Run 1, gate-type map:
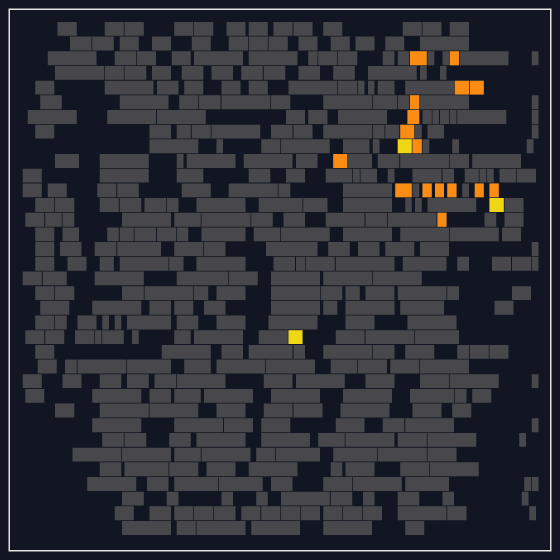
Run 1, routed clock nets over the placement:
The bar under the picture is 20 um long.
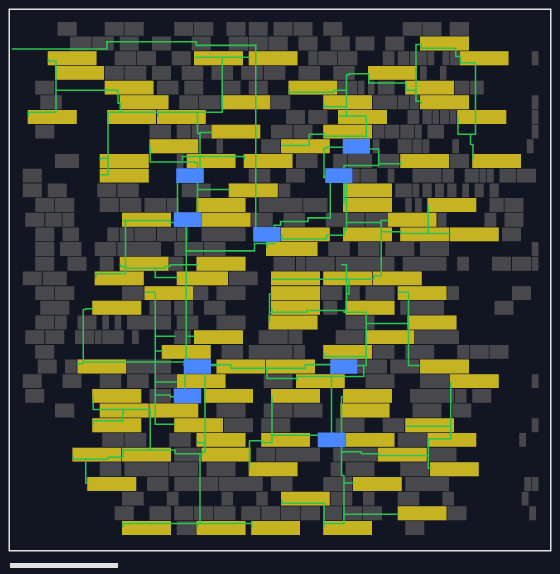
Run 1, clock wiring as the flow saved it:
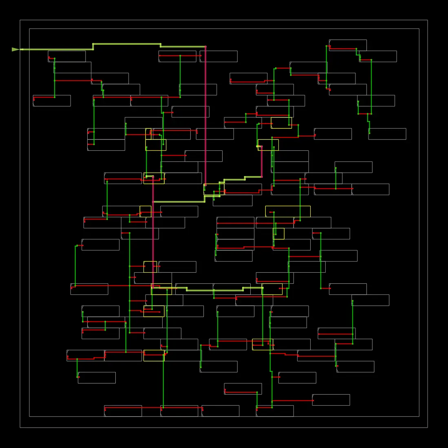
## src/rtl/pid_sequencer_pkg.sv

```systemverilog
// Shared types and constants for the PID sequencer: FSM state, shadow reset
// defaults and the data-width defaults common with the `pid` core.
package pid_pkg;

  localparam int PID_D_WIDTH = 16;
  localparam int PID_Q_BITS  = 13;

  localparam logic [PID_D_WIDTH-1:0] SHADOW0_RST = 16'h0200;
  localparam logic [PID_D_WIDTH-1:0] SHADOW1_RST = 16'h1000;
  localparam logic [PID_D_WIDTH-1:0] CLAMP_RST   = 16'h7FFF;

  typedef enum logic [1:0] {
    ST_IDLE = 2'd0,
    ST_LOAD = 2'd1,
    ST_WAIT = 2'd2,
    ST_ITER = 2'd3
  } state_t;

  // Reset value of shadow slot idx, or of the clamp limit when is_clamp is set.
  function automatic logic [PID_D_WIDTH-1:0] shadow_rst(input int idx, input bit is_clamp);
    if (is_clamp) return CLAMP_RST;
    case (idx)
      0:       return SHADOW0_RST;
      1:       return SHADOW1_RST;
      default: return '0;
    endcase
  endfunction

endpackage

```

## src/rtl/pid_sequencer_if.sv

```systemverilog
// Core-side bus between the sequencer (master) and the `pid` core (slave).
interface pid_sequencer_if #(
  parameter int D_WIDTH = 16
);
  // No ready back-pressure: the core accepts a register write on every cycle
  // pid_write_enable is low, and presents a result by raising pid_out_valid
  // while pid_iterate_enable is high; only the rising edge of valid is consumed.
  logic               pid_write_enable;
  logic               pid_iterate_enable;
  logic [D_WIDTH-1:0] pid_reg_addr;
  logic [D_WIDTH-1:0] pid_reg_data;
  logic [D_WIDTH-1:0] pid_out;
  logic               pid_out_valid;

  modport master (
    output pid_write_enable, pid_iterate_enable, pid_reg_addr, pid_reg_data,
    input  pid_out, pid_out_valid
  );

  modport slave (
    input  pid_write_enable, pid_iterate_enable, pid_reg_addr, pid_reg_data,
    output pid_out, pid_out_valid
  );
endinterface

```

## src/rtl/pid_sequencer_iter_timer.sv

```systemverilog
// Iteration watchdog: load on iteration start, count down while running,
// o_expire marks the last allowed cycle of a TIMEOUT-cycle window.
module pid_iter_timer #(
  parameter int TIMEOUT = 64
) (
  input  logic clk,
  input  logic rst,
  input  logic i_load,
  input  logic i_run,
  output logic o_expire
);
  localparam int CNT_W = (TIMEOUT > 1) ? $clog2(TIMEOUT) : 1;

  logic [CNT_W-1:0] r_count;

  always_ff @(posedge clk or posedge rst) begin
    if (rst) begin
      r_count <= '0;
    end else if (i_load) begin
      r_count <= CNT_W'(TIMEOUT - 1);
    end else if (i_run && (r_count != '0)) begin
      r_count <= r_count - 1'b1;
    end
  end

  assign o_expire = i_run && (r_count == '0);
endmodule

```

## src/rtl/pid_sequencer.sv

```systemverilog
// Control sequencer in front of the `pid` core: shadow gains, LOAD/iterate pacing,
// result capture, sticky overrun/timeout flags. Optional PID_OUT_CLAMP_EN saturates ctrl_out.
module pid_sequencer
  import pid_pkg::*;
#(
  parameter int D_WIDTH = PID_D_WIDTH,
  parameter int Q_BITS  = PID_Q_BITS,
  parameter int N_REGS  = 4,
  parameter int TIMEOUT = 64
) (
  input  logic               clk,
  input  logic               rst,
  input  logic               enable,
  input  logic               tick,
  input  logic               cfg_we,
  input  logic [D_WIDTH-1:0] cfg_addr,
  input  logic [D_WIDTH-1:0] cfg_data,
  input  logic               cfg_commit,
  input  logic               err_clr,
  pid_sequencer_if.master    core,
  output logic [D_WIDTH-1:0] ctrl_out,
  output logic               ctrl_out_valid,
  output logic               busy,
  output logic               overrun_err,
  output logic               timeout_err,
  output state_t             o_dbg_state
);
  localparam int IDX_W = (N_REGS > 1) ? $clog2(N_REGS) : 1;
  localparam logic [IDX_W-1:0] LAST_IDX = IDX_W'(N_REGS - 1);

  if (Q_BITS >= D_WIDTH || N_REGS < 1 || TIMEOUT < 1) begin : g_bad_params
    $error("pid_sequencer: need Q_BITS < D_WIDTH, N_REGS >= 1, TIMEOUT >= 1");
  end

  state_t             r_state, w_next;
  logic [IDX_W-1:0]   r_idx;
  logic [D_WIDTH-1:0] r_shadow [N_REGS];
  logic               r_pending, r_enable_d, r_valid_d;
  logic [D_WIDTH-1:0] r_ctrl_out;
  logic               r_ctrl_valid, r_overrun, r_timeout;
  logic [D_WIDTH-1:0] w_result;
  logic               w_enable_rise, w_valid_rise, w_load_last, w_load_start;
  logic               w_busy, w_timer_load, w_expire, w_capture, w_timeout;

  assign w_enable_rise = enable && !r_enable_d;
  assign w_valid_rise  = core.pid_out_valid && !r_valid_d;
  assign w_load_last   = (r_state == ST_LOAD) && (r_idx == LAST_IDX);
  assign w_busy        = (r_state == ST_LOAD) || (r_state == ST_ITER);
  assign w_load_start  = (w_next == ST_LOAD) && (r_state != ST_LOAD);
  assign w_capture     = (r_state == ST_ITER) && w_valid_rise;
  assign w_timeout     = (r_state == ST_ITER) && w_expire && !w_valid_rise;

  always_comb begin
    w_next       = r_state;
    w_timer_load = 1'b0;
    case (r_state)
      ST_IDLE: if (w_enable_rise || (enable && cfg_commit)) w_next = ST_LOAD;
      ST_LOAD: if (w_load_last) w_next = enable ? ST_WAIT : ST_IDLE;
      ST_WAIT: begin
        // A pending reload is always serviced before the next sample tick.
        if (!enable)                       w_next = ST_IDLE;
        else if (r_pending || cfg_commit)  w_next = ST_LOAD;
        else if (tick) begin
          w_next       = ST_ITER;
          w_timer_load = 1'b1;
        end
      end
      ST_ITER: if (w_valid_rise || w_expire) w_next = enable ? ST_WAIT : ST_IDLE;
      default: w_next = ST_IDLE;
    endcase
  end

  always_ff @(posedge clk or posedge rst) begin
    if (rst) r_state <= ST_IDLE;
    else     r_state <= w_next;
  end

  pid_iter_timer #(.TIMEOUT(TIMEOUT)) u_timer (
    .clk      (clk),
    .rst      (rst),
    .i_load   (w_timer_load),
    .i_run    (r_state == ST_ITER),
    .o_expire (w_expire)
  );

  always_ff @(posedge clk or posedge rst) begin
    if (rst) begin
      r_idx        <= '0;
      r_pending    <= 1'b0;
      r_enable_d   <= 1'b0;
      r_valid_d    <= 1'b0;
      r_ctrl_out   <= '0;
      r_ctrl_valid <= 1'b0;
      r_overrun    <= 1'b0;
      r_timeout    <= 1'b0;
    end else begin
      r_enable_d   <= enable;
      r_valid_d    <= core.pid_out_valid;
      r_ctrl_valid <= w_capture;
      if (r_state == ST_LOAD) r_idx <= w_load_last ? '0 : r_idx + 1'b1;
      if (w_load_start)              r_pending <= 1'b0;
      else if (cfg_commit && w_busy) r_pending <= 1'b1;
      if (w_capture) r_ctrl_out <= w_result;
      if (tick && w_busy) r_overrun <= 1'b1;
      else if (err_clr)   r_overrun <= 1'b0;
      if (w_timeout)      r_timeout <= 1'b1;
      else if (err_clr)   r_timeout <= 1'b0;
    end
  end

  always_ff @(posedge clk or posedge rst) begin
    if (rst) begin
      for (int i = 0; i < N_REGS; i++) r_shadow[i] <= D_WIDTH'(shadow_rst(i, 1'b0));
    end else if (cfg_we && (cfg_addr < D_WIDTH'(N_REGS))) begin
      r_shadow[cfg_addr[IDX_W-1:0]] <= cfg_data;
    end
  end

`ifdef PID_OUT_CLAMP_EN
  logic [D_WIDTH-1:0]        r_clamp;
  logic signed [D_WIDTH-1:0] w_raw, w_lim_pos, w_lim_neg;

  always_ff @(posedge clk or posedge rst) begin
    if (rst) r_clamp <= D_WIDTH'(shadow_rst(0, 1'b1));
    else if (cfg_we && (cfg_addr == D_WIDTH'(N_REGS))) r_clamp <= cfg_data;
  end

  assign w_raw     = signed'(core.pid_out);
  assign w_lim_pos = signed'(r_clamp);
  assign w_lim_neg = -w_lim_pos;
  assign w_result  = (w_raw > w_lim_pos) ? w_lim_pos :
                     (w_raw < w_lim_neg) ? w_lim_neg : w_raw;
`else
  assign w_result = core.pid_out;
`endif

  assign core.pid_write_enable   = (r_state != ST_LOAD);
  assign core.pid_iterate_enable = (r_state == ST_ITER);
  assign core.pid_reg_addr       = (r_state == ST_LOAD) ? D_WIDTH'(r_idx) : '0;
  assign core.pid_reg_data       = (r_state == ST_LOAD) ? r_shadow[r_idx] : '0;

  assign ctrl_out       = r_ctrl_out;
  assign ctrl_out_valid = r_ctrl_valid;
  assign busy           = w_busy;
  assign overrun_err    = r_overrun;
  assign timeout_err    = r_timeout;
  assign o_dbg_state    = r_state;
endmodule

```

## src/flat_wrapper.sv

```systemverilog
// flat-port wrapper written by rule: the top's interface ports become plain ports
module pid_sequencer_flat import pid_pkg::*;
#(
  parameter int D_WIDTH = PID_D_WIDTH,
  parameter int Q_BITS  = PID_Q_BITS,
  parameter int N_REGS  = 4,
  parameter int TIMEOUT = 64
)
  (clk, rst, enable, tick, cfg_we, cfg_addr, cfg_data, cfg_commit, err_clr, ctrl_out, ctrl_out_valid, busy, overrun_err, timeout_err, o_dbg_state, core_pid_write_enable, core_pid_iterate_enable, core_pid_reg_addr, core_pid_reg_data, core_pid_out, core_pid_out_valid);
  pid_sequencer_if #(.D_WIDTH(D_WIDTH)) core_i ();
  input  logic clk;
  input  logic rst;
  input  logic enable;
  input  logic tick;
  input  logic cfg_we;
  input  logic [D_WIDTH-1:0] cfg_addr;
  input  logic [D_WIDTH-1:0] cfg_data;
  input  logic cfg_commit;
  input  logic err_clr;
  output logic [D_WIDTH-1:0] ctrl_out;
  output logic ctrl_out_valid;
  output logic busy;
  output logic overrun_err;
  output logic timeout_err;
  output state_t o_dbg_state;
  output wire logic [$bits(core_i.pid_write_enable)-1:0] core_pid_write_enable;
  output wire logic [$bits(core_i.pid_iterate_enable)-1:0] core_pid_iterate_enable;
  output wire logic [$bits(core_i.pid_reg_addr)-1:0] core_pid_reg_addr;
  output wire logic [$bits(core_i.pid_reg_data)-1:0] core_pid_reg_data;
  input wire logic [$bits(core_i.pid_out)-1:0] core_pid_out;
  input wire logic [$bits(core_i.pid_out_valid)-1:0] core_pid_out_valid;
  assign core_pid_write_enable = core_i.pid_write_enable;
  assign core_pid_iterate_enable = core_i.pid_iterate_enable;
  assign core_pid_reg_addr = core_i.pid_reg_addr;
  assign core_pid_reg_data = core_i.pid_reg_data;
  assign core_i.pid_out = core_pid_out;
  assign core_i.pid_out_valid = core_pid_out_valid;
  pid_sequencer #(.D_WIDTH(D_WIDTH), .Q_BITS(Q_BITS), .N_REGS(N_REGS), .TIMEOUT(TIMEOUT)) u_core (.clk(clk), .rst(rst), .enable(enable), .tick(tick), .cfg_we(cfg_we), .cfg_addr(cfg_addr), .cfg_data(cfg_data), .cfg_commit(cfg_commit), .err_clr(err_clr), .core(core_i), .ctrl_out(ctrl_out), .ctrl_out_valid(ctrl_out_valid), .busy(busy), .overrun_err(overrun_err), .timeout_err(timeout_err), .o_dbg_state(o_dbg_state));
endmodule
```

## config.mk

```make
export PLATFORM = sky130hd
export DESIGN_NAME = pid_sequencer_flat
export DESIGN_NICKNAME = d
export VERILOG_FILES = /design/src/rtl/pid_sequencer_pkg.sv /design/src/rtl/pid_sequencer_if.sv /design/src/rtl/pid_sequencer_iter_timer.sv /design/src/rtl/pid_sequencer.sv /design/src/flat_wrapper.sv
export SDC_FILE = /design/constraint.sdc
export NUM_CORES = 1
export LEC_CHECK = 0
export CAP_MARGIN = 40
export CORE_MARGIN = 2
export CORE_UTILIZATION = 50
export CTS_CLUSTER_DIAMETER = 120
export DETAILED_ROUTE_END_ITERATION = 8
export PLACE_DENSITY_LB_ADDON = 0.3
export SETUP_SLACK_MARGIN = 0.15
export SLEW_MARGIN = 20
export SYNTH_ARGS = -nofsm -noshare
export SYNTH_HDL_FRONTEND = slang
export SYNTH_SLANG_ARGS = --single-unit
```

## constraint.sdc

```tcl
create_clock -name clk -period 4.45 [get_ports clk]
set_input_delay 0.89 -clock clk [delete_from_list [all_inputs] [get_ports clk]]
set_output_delay 0.89 -clock clk [all_outputs]
set_load 0.02 [all_outputs]
```

==> results.yml, run 1 <==
# yosys + openroad results
status:
  outcome: "finished clean"
synth:
  xor_share_pct: 0.570
  synth_top_area_share_pct: 51.0
  syn_area_mm2: 0.00461
  top_logic_kind: "multiplexers"
  synthAoiAreaFrac_pct: 2.63
  ys_warn_count: 0
  avgSynthCellArea_um2: 14.6
  ys_sh_simple_pct: 7.92
  yosys-stat-cells: 315
  edf_count: 0
  synth_cells: 315
setup_path:
  worst_setup_path_end_kind: "output port"
  r2r-start: "u_core.o_dbg_state[0]"
  rr_endpoint: "u_core.ctrl_out[12]"
  start_kind: "register"
  cp_max_fo: 11
floorplan:
  core_area_mm2: 0.00911
  fp.dieW_um: 100
  pin_count: 112
  fp.dieH_um: 100
power_and_ir_drop:
  peakVddDrop_v: 0.000209
  power.leakage_nw: 2.69
cells_and_area:
  layout_top_cells: "clkdlybuf4s50_1, dfrtp_1, mux2_2"
  nNetsFinal: 474
  post-route-util_pct: 64.1
  n_antenna_cell: 0
  layout-drive-gt1-share_pct: 28.9
timing:
  hold_viol: 0
  hold-worst-slack_ps: 494
run:
  maxCapViolations: 0
  log.warning_count: 27
detailed_routing:
  wl_per_cell_um: 16.5
  vias: 2766
  drc: 0
  wl_um: 8770
  dr.first_iter.drc_count: 125
clock_network:
  cts_max_level: 3
  cts_resized: 0
placed_design:
  place.gp.congestion: 0.764
worst_hold_path:
  hp-class: "register to register"
## Picture notes: 'gate-type map'
legend:
  orange:
    family: inverting AOI/OAI gates
    cells: 16
    where: north-east
  yellow:
    family: AND-OR and OR-AND gates
    cells: 3
non-filler cells in the finished layout: 530
Comb area share: 34.1%

## Picture notes: 'routed clock nets over the placement'
legend:
  blue:
    item: cells driving clock nets
    count: 9
  green:
    item: clock wires
    length: 1100 um
  yellow:
    item: flip-flops
    count: 96
routed clock nets: 10

## Picture notes: 'clock wiring as the flow saved it'
clock group power: 0.000576 W
total CTS buffers: 9
CTS Sinks: 96
Clock Skew: 15.0 ps

==> run 1: report_power, final <==
part | switching [W] | total (W) | internal [W]
registers | 0.000121 | 0.00111 | 0.000989
clock network | 0.000301 | 0.000576 | 0.000275
logic | 0.000411 | 0.000845 | 0.000434
==> run 1: critical path: stages, from the launching register on <==
cell,delay [ps]
dfrtp_1,720
buf_4,360
mux4_2,520
nor2b_1,140
clkdlybuf4s50_1,550
==> run 1: layout make-up <==
class | count | area [um^2]
Fill cell | 682 | 3270
Sequential cell | 96 | 2400
Multi-Input combinational cell | 193 | 1990
Timing Repair Buffer | 105 | 1070
Clock buffer | 11 | 141
Tap cell | 111 | 139
Clock inverter | 4 | 53.8
Inverter | 10 | 38.8
==> run 1: layer usage <==
| metal | vias up | routed length, um | GRT usage [%] |
|---|---|---|---|
| met5 | - | 0 | 0 |
| met4 | 0 | 68 | 4.64 |
| met3 | 7 | 431 | 4.25 |
| met2 | 74 | 4230 | 29.7 |
| met1 | 1392 | 4040 | 26.7 |
| li1 | 1293 | - | - |
==> run 1: worst min path at each step <==
stage	start	to	slack [ps]	cells after the start
3_3_place_gp	u_core.r_shadow[30]	u_core.r_shadow[30]	470	1
2_1_floorplan	u_core.u_timer.r_count[4]	u_core.u_timer.r_count[4]	450	1
4_1_cts	u_core.r_shadow[29]	u_core.r_shadow[29]	500	1
6_report	u_core.u_timer.r_count[4]	u_core.u_timer.r_count[4]	490	1
5_1_grt	u_core.r_shadow[31]	u_core.r_shadow[31]	520	1
3_5_place_dp	u_core.u_timer.r_count[4]	u_core.u_timer.r_count[4]	480	1
==> run 1: per-stage QoR <==
step,total power (W),instance area [um^2]
2_1_floorplan,0.00160,4660
4_1_cts,0.00254,5800
6_report,0.00253,5840
3_5_place_dp,0.00197,5610
3_3_place_gp,0.00193,5560
5_1_grt,0.00268,5840
==> run 1 -> run 2 <==
==> constraint.sdc (replaced) <==
create_clock -name clk -period 3.64 [get_ports clk]
set_input_delay 0.728 -clock clk [delete_from_list [all_inputs] [get_ports clk]]
set_output_delay 0.728 -clock clk [all_outputs]
set_load 0.02 [all_outputs]
Run 2, clock wiring as the flow saved it:
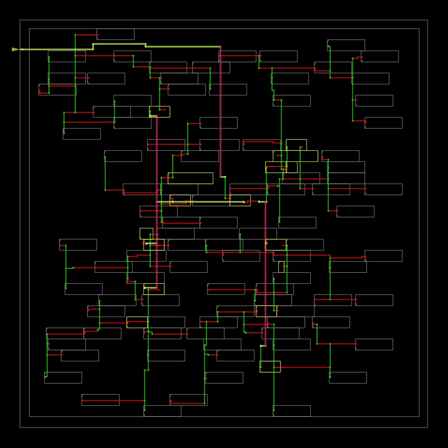
Clock Skew: 9.74 ps
sequential cell count: 96
Clock buffer cells: 12

Run 2, gate-type map:
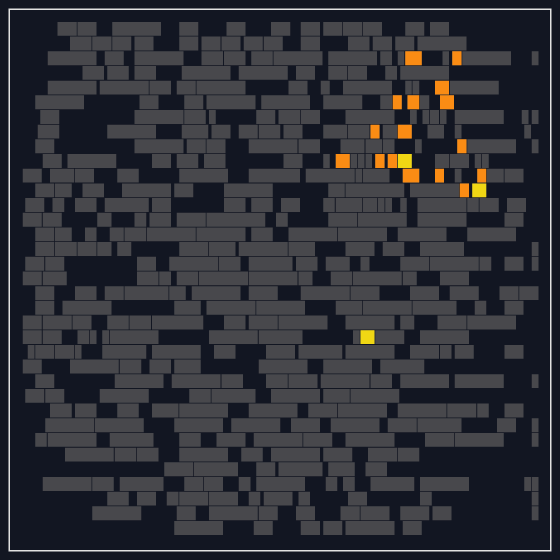
legend:
  yellow:
    family: AND-OR and OR-AND gates
    cells: 3
  orange:
    family: inverting AOI/OAI gates
    cells: 16
    where: north-east

==> run 2 against run 1 <==
Worst hold slack gained 0.51 ps. Die area is the same. Cell count is the same. Largest cell class unchanged. Final area grew 0.17%. Sequential power grew 19%. Sequential share of layout area shrank 0.071 points. Largest power group unchanged.
==> results.yml, run 2 <==
# yosys + openroad results
synth:
  syn_area_mm2: 0.00461
  edf_count: 0
  ys_warn_count: 0
  synth_cells: 315
  synth_top_area_share_pct: 51.0
  avgSynthCellArea_um2: 14.6
  yosys-stat-cells: 315
clock_network:
  cts.sinks: 96
  cts_resized: 0
  numCtsBuffers: 9
  cts_max_level: 3
detailed_routing:
  m1WireLength_um: 3970
  postRouteAntennaNets: 0
  wl_um: 8760
  drc: 0
  wl_met2_um: 4280
  wl_met3_um: 395
  dr.max_layer_used: "met4"
  dr.first_iter.drc_count: 73
  vias: 2781
  wl_per_cell_um: 16.5
cells_and_area:
  areaGrowthSynthToFinish_pct: 26.7
  stdcell_count: 530
  layout-drive-gt1-share_pct: 28.9
  layout_top_cells: "clkdlybuf4s50_1, dfrtp_1, mux2_2"
  nFillCells: 720
  post-route-util_pct: 64.2
  n_antenna_cell: 0
  design_area_mm2: 0.00585
  nNetsFinal: 473
timing:
  fin_tns_setup_ps: 0
  hold-worst-slack_ps: 494
  period_needed_ps: 3020
  hold_viol: 0
power_and_ir_drop:
  power.leakage_nw: 2.70
  finalPower_w: 0.00317
  peakVddDrop_v: 0.000291
floorplan:
  fp.dieW_um: 100
  fp.dieH_um: 100
  core_area_mm2: 0.00911
  pin_count: 112
run:
  log.warning_count: 27
  maxCapViolations: 0
worst_hold_path:
  hp-class: "register to register"
grt:
  top_usage_layer: "met2"
  grt_pass1_vias: 2877
  met2_usage_pct: 29.9
  grt_usage_pct: 18.6
  use_met1_pct: 25.9
  grtUsageMet3_pct: 3.34
placed_design:
  place.gp.congestion: 0.765
  dpl.hpwl_um: 6080
  portBuffers: 97
  placed_area_mm2: 0.00560
setup_path:
  worst_setup_path_end_kind: "output port"
  cp_max_fo: 14
  start_kind: "register"
status:
  outcome: "finished clean"
## run 2: area by class of cell
| type | count | area, um^2 | area share (%) |
|---|---|---|---|
| Sequential cell | 96 | 2400 | 41.1 |
| Multi-Input combinational cell | 193 | 1990 | 34.0 |
| Timing Repair Buffer | 104 | 1040 | 17.9 |
| Clock buffer | 12 | 155 | 2.65 |
| Tap cell | 111 | 139 | 2.38 |
| Clock inverter | 4 | 76.3 | 1.31 |
| Inverter | 10 | 38.8 | 0.664 |
## run 2: path summary, 6_finish.rpt
path / startpoint / to / slack, ps / depth (start not counted)
setup / recovery: u_core.o_dbg_state[0] / core_pid_reg_data[1] / 620 / 4
hold / removal: u_core.r_shadow[31] / u_core.r_shadow[31] / 490 / 1
setup reg to reg: u_core.o_dbg_state[1] / u_core.r_idx[1] / 1960 / 3
hold reg to reg: u_core.r_shadow[31] / u_core.r_shadow[31] / 490 / 1
max in group asynchronous: rst / u_core.r_shadow[57] / 2420 / 3
min in group asynchronous: rst / u_core.u_timer.r_count[5] / 800 / 3
## run 2: where the power goes
group | total, W | switching (W) | internal (W)
combinational | 0.00107 | 0.000542 | 0.000530
sequential | 0.00132 | 0.000108 | 0.00121
clock | 0.000777 | 0.000351 | 0.000426
total | 0.00317 | 0.00100 | 0.00217
## run 2: cells by family after synthesis
family | count (synthesis) | synth area share [%]
mux | 97 | 30.0
xor+xnor | 3 | 0.570
simple gates | 57 | 7.92
other cells | 1 | 0.0813
compound gates | 19 | 2.63
buf+inv | 39 | 5.83
flops | 96 | 52.1
fa+ha+maj | 3 | 0.814
## run 2: critical path, cell delays in order (launching register included)
cell	delay (ps)
dfrtp_1	570
nand2b_1	330
buf_4	300
nor2b_1	140
clkdlybuf4s50_1	610
No activity file was given, so power comes from the tool's default toggle rates.
